### src/rtl/rev_cnt_pkg.sv
// Shared types and constants for the run/pause/clear revolution counter.
package rev_cnt_pkg;

    typedef enum logic [1:0] {
        IDLE  = 2'd0,
        RUN   = 2'd1,
        PAUSE = 2'd2
    } state_t;

    localparam int         REV_CNT_DIV_DEFAULT = 10_000_000;
    localparam logic [3:0] BCD_DIGIT_MAX       = 4'd9;

endpackage

### src/rtl/rev_cnt_ctrl_tick_gen.sv
// Prescaler for rev_cnt_ctrl: free-running divide-by-DIV counter.
// It only advances while en is high, and it raises step during the last cycle of each period.
module tick_gen
    import rev_cnt_pkg::*;
#(
    parameter int DIV = REV_CNT_DIV_DEFAULT
)(
    input  logic clk,
    input  logic rst_n,
    input  logic en,
    input  logic clr,
    output logic step
);

    localparam int            PW   = (DIV > 1) ? $clog2(DIV) : 1;
    localparam logic [PW-1:0] LAST = PW'(DIV - 1);

    logic [PW-1:0] r_pcnt;

    assign step = en && (r_pcnt == LAST);

    // When en is low, pcnt holds its value, so the phase survives a pause.
    always_ff @(posedge clk or negedge rst_n) begin
        if (!rst_n) begin
            r_pcnt <= '0;
        end else if (clr) begin
            r_pcnt <= '0;
        end else if (en) begin
            r_pcnt <= step ? '0 : r_pcnt + PW'(1);
        end
    end

endmodule

### src/rtl/rev_cnt_ctrl.sv
// Run/pause/clear up/down counter. It steps once every DIV clocks while running.
// Define REVCNT_BCD_EN to count as 4 packed BCD digits; this mode requires WIDTH = 16.
module rev_cnt_ctrl
    import rev_cnt_pkg::*;
#(
    parameter int DIV   = REV_CNT_DIV_DEFAULT,
    parameter int WIDTH = 16
)(
    input  logic             clk,
    input  logic             rst_n,
    input  logic             start,
    input  logic             stop,
    input  logic             dir,
    input  logic             load,
    input  logic [WIDTH-1:0] load_val,
    output logic [WIDTH-1:0] cnt,
    output logic             tick,
    output logic             wrap,
    output logic             running
);

    state_t           r_state;
    state_t           w_state_next;
    logic [WIDTH-1:0] r_cnt;
    logic [WIDTH-1:0] w_cnt_step;
    logic [WIDTH-1:0] w_load_val;
    logic             r_tick;
    logic             r_wrap;
    logic             w_step;
    logic             w_step_wrap;
    logic             w_clear;
    logic             w_pcnt_en;
    logic             w_pcnt_clr;

    always_ff @(posedge clk or negedge rst_n) begin
        if (!rst_n) begin
            r_state <= IDLE;
        end else begin
            r_state <= w_state_next;
        end
    end

    // When start and stop are both high, stop takes priority in every state.
    always_comb begin
        w_state_next = r_state;
        w_clear      = 1'b0;
        case (r_state)
            IDLE:    if (start && !stop) w_state_next = RUN;
            RUN:     if (stop) w_state_next = PAUSE;
            PAUSE: begin
                if (stop) begin
                    w_state_next = IDLE;
                    w_clear      = 1'b1;
                end else if (start) begin
                    w_state_next = RUN;
                end
            end
            default: w_state_next = IDLE;
        endcase
    end

    // A stop in RUN freezes the prescaler, which also swallows a step that was due.
    assign w_pcnt_en  = (r_state == RUN) && !stop;
    assign w_pcnt_clr = load || w_clear || (r_state == IDLE);

    tick_gen #(
        .DIV (DIV)
    ) u_tick_gen (
        .clk   (clk),
        .rst_n (rst_n),
        .en    (w_pcnt_en),
        .clr   (w_pcnt_clr),
        .step  (w_step)
    );

`ifdef REVCNT_BCD_EN
    logic [3:0] w_lim;

    for (genvar gi = 0; gi < 4; gi++) begin : g_bcd
        localparam logic [3:0] LOWER = 4'((1 << gi) - 1);
        logic [3:0] w_dig;
        logic [3:0] w_ld;
        logic       w_ripple;

        assign w_dig     = r_cnt[4*gi +: 4];
        assign w_lim[gi] = dir ? (w_dig >= BCD_DIGIT_MAX) : (w_dig == 4'd0);
        // This digit moves only when every lower digit is about to carry or borrow.
        assign w_ripple  = ((w_lim & LOWER) == LOWER);
        assign w_cnt_step[4*gi +: 4] = !w_ripple ? w_dig :
                                       w_lim[gi] ? (dir ? 4'd0 : BCD_DIGIT_MAX) :
                                       (dir ? w_dig + 4'd1 : w_dig - 4'd1);
        assign w_ld = load_val[4*gi +: 4];
        assign w_load_val[4*gi +: 4] = (w_ld > BCD_DIGIT_MAX) ? BCD_DIGIT_MAX : w_ld;
    end

    assign w_step_wrap = &w_lim;
`else
    assign w_cnt_step  = dir ? r_cnt + WIDTH'(1) : r_cnt - WIDTH'(1);
    assign w_step_wrap = dir ? (&r_cnt) : (~|r_cnt);
    assign w_load_val  = load_val;
`endif

    // Priority order is clear, then load, then step.
    always_ff @(posedge clk or negedge rst_n) begin
        if (!rst_n) begin
            r_cnt  <= '0;
            r_tick <= 1'b0;
            r_wrap <= 1'b0;
        end else begin
            r_tick <= 1'b0;
            r_wrap <= 1'b0;
            if (w_clear) begin
                r_cnt <= '0;
            end else if (load) begin
                r_cnt <= w_load_val;
            end else if (w_step) begin
                r_cnt  <= w_cnt_step;
                r_tick <= 1'b1;
                r_wrap <= w_step_wrap;
            end
        end
    end

    assign cnt     = r_cnt;
    assign tick    = r_tick;
    assign wrap    = r_wrap;
    assign running = (r_state == RUN);

endmodule

### config.mk
export PLATFORM = sky130hd
export DESIGN_NAME = rev_cnt_ctrl
export DESIGN_NICKNAME = d
export VERILOG_FILES = /design/src/rtl/rev_cnt_pkg.sv /design/src/rtl/rev_cnt_ctrl_tick_gen.sv /design/src/rtl/rev_cnt_ctrl.sv
export SDC_FILE = /design/constraint.sdc
export NUM_CORES = 1
export LEC_CHECK = 0
export ABC_AREA = 1
export CAP_MARGIN = 20
export CELL_PAD_IN_SITES_DETAIL_PLACEMENT = 1
export CELL_PAD_IN_SITES_GLOBAL_PLACEMENT = 2
export CORE_UTILIZATION = 30
export DETAILED_ROUTE_END_ITERATION = 8
export DONT_BUFFER_PORTS = 1
export HOLD_SLACK_MARGIN = 0.12
export PLACE_DENSITY = 0.72
export SYNTH_ARGS = -nofsm -noshare
export SYNTH_HDL_FRONTEND = slang
export SYNTH_SLANG_ARGS = --single-unit
### constraint.sdc
create_clock -name clk -period 2.5 [get_ports clk]
set_input_delay 0.5 -clock clk [delete_from_list [all_inputs] [get_ports clk]]
set_output_delay 0.5 -clock clk [all_outputs]
set_load 0.02 [all_outputs]
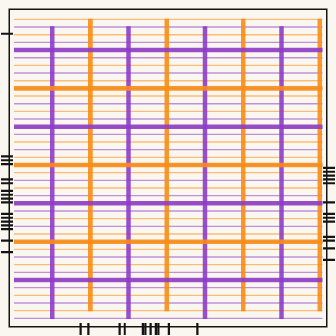
(PDN straps and rails)
Pins as bars on the die edge.
[purple] VSS
[orange] VDD
met1 rails: 40
met4 straps: 8
rows: 39

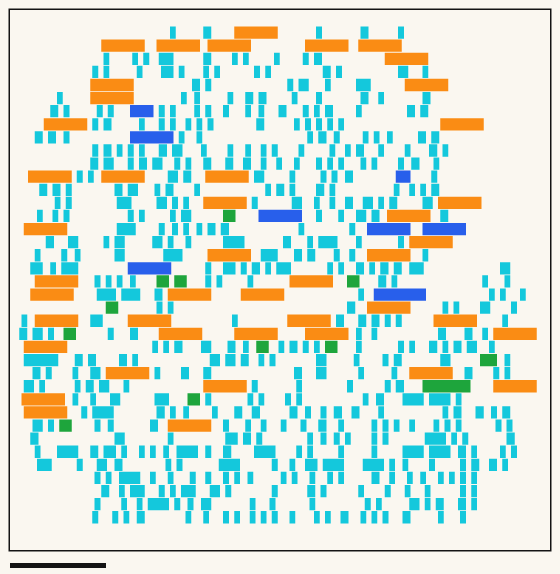
(placement by cell class)
Bar = 20 µm.
[blue] clock drivers and dummy loads | cells: 8 | share of their area: 4.6%
[green] remaining buffers and delay cells | cells: 12 | share of their area: 2.9%
[cyan] remaining logic cells | cells: 527 | share of their area: 64%
[orange] registers | cells: 44 | share of their area: 28%
fin util: 0.349
flop share of the area: 0.272
Rows: 39
Core ar.: 11,600 µm²
final instance area: 4050 µm²

==> notes.md <==
run results: biggest area cells dfrtp_1 30%, nand2_1 20%, inv_1 8.1%, nand3_1 7.8%, nor2_1 6.8%, WHS between 0.2 and 0.3 ns, Clock power frac 0.309, n_taps 143, Post-DP Area 3840 µm², Largest stage delay, worst path 0.38 ns, sequential power 0.910 mW, yosys xor share 0.0217, Yosys Chip Area 3640 µm², Syn. warnings 0, Die Area between 10,000 and 15,000 µm², area fraction in compound gates 0.0636, Largest Register u_tick_gen.r_pcnt, max cap viols 0, most instantiated logic cells after routing 192 x nand2_1, 79 x inv_1, 66 x nor2_1, mux share 0, # setup viols final 0, type of the worst setup path in -> reg, crit path from dir, fin nets 628, DRC violations left 4, CP delay by family, top simple AND/OR/NAND/NOR gates, Placed Cells 724, HPWL Detailed 9320 µm, Detail Route Antenna Nets 0, total power 2.56 mW, Comb area share 0.537, gpl congestion 0.819, switching power share of the total 0.384, largest net degree at the start of global routing 45, number of flip-flops in the largest register 24, Req. time, crit path 2.68 ns, fin worst setup slack 0.446 ns, Setup Skew 0.00804 ns, cell mode on critical path nand2_1, Yosys top cell by instances nand2_1, n_diodes 0, P_comb 0.859 mW, Synth Area in Simple Gates 0.456, internal power 1.58 mW, Sinks on Clock Net 44, initial core utilization 0.313, CP Max Fanout 14, Critical R2R Capture cnt[14], latest clock arrival within the worst-skew pair 0.29 ns, Sequential Power Share 0.356, worst path bufs/invs 2, global route overflow 0, RSZ-0062 raised after global routing no, Final Hold Viols 0, Clk power 0.791 mW, vias in the first global route around 3.7k, violations in the final reports design-rule violations, share of cells above drive strength 1 0.0694, outcome finished with violations, FILL cells 1,531, clock root cell clkbuf_16, register-to-register setup slack just over 0.5 ns, cell type with the largest total area dfrtp_1, CTS clk-pin slew, worst paths 0.07 ns, Critical Path Sink Type flop
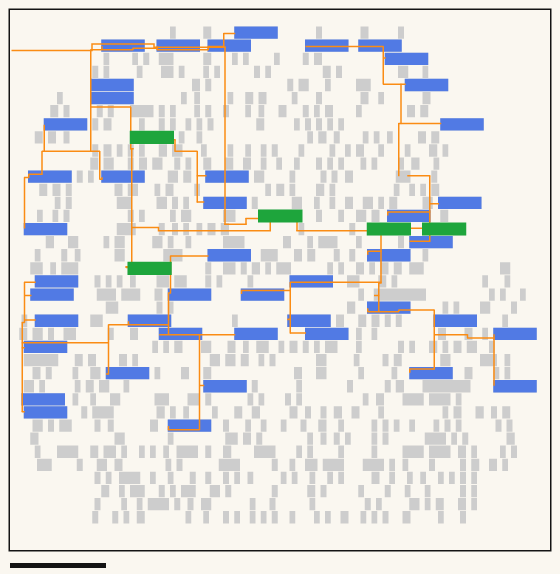
(routed clock nets over the placement)
Bar = 20 µm.
[orange] clock wires | length: 693 µm
[green] clock-net drivers | count: 5
[blue] flip-flops | count: 44
flops lie: widely spread
routed clock nets: 6

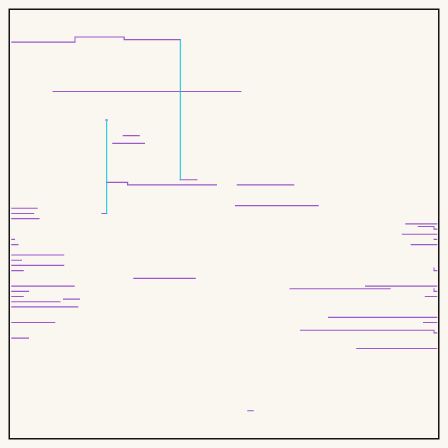
(signal wires by layer)
Only two layers are drawn.
[purple] M3 | wire length: 494 µm
[cyan] M4 | wire length: 61.2 µm
via count: 3,677
Wirelength per Cell: 15.9 µm
Routed Wire Length: 11,700 µm
Total GRT Usage: 0.197

No activity file was given, so power comes from the tool's default toggle rates.
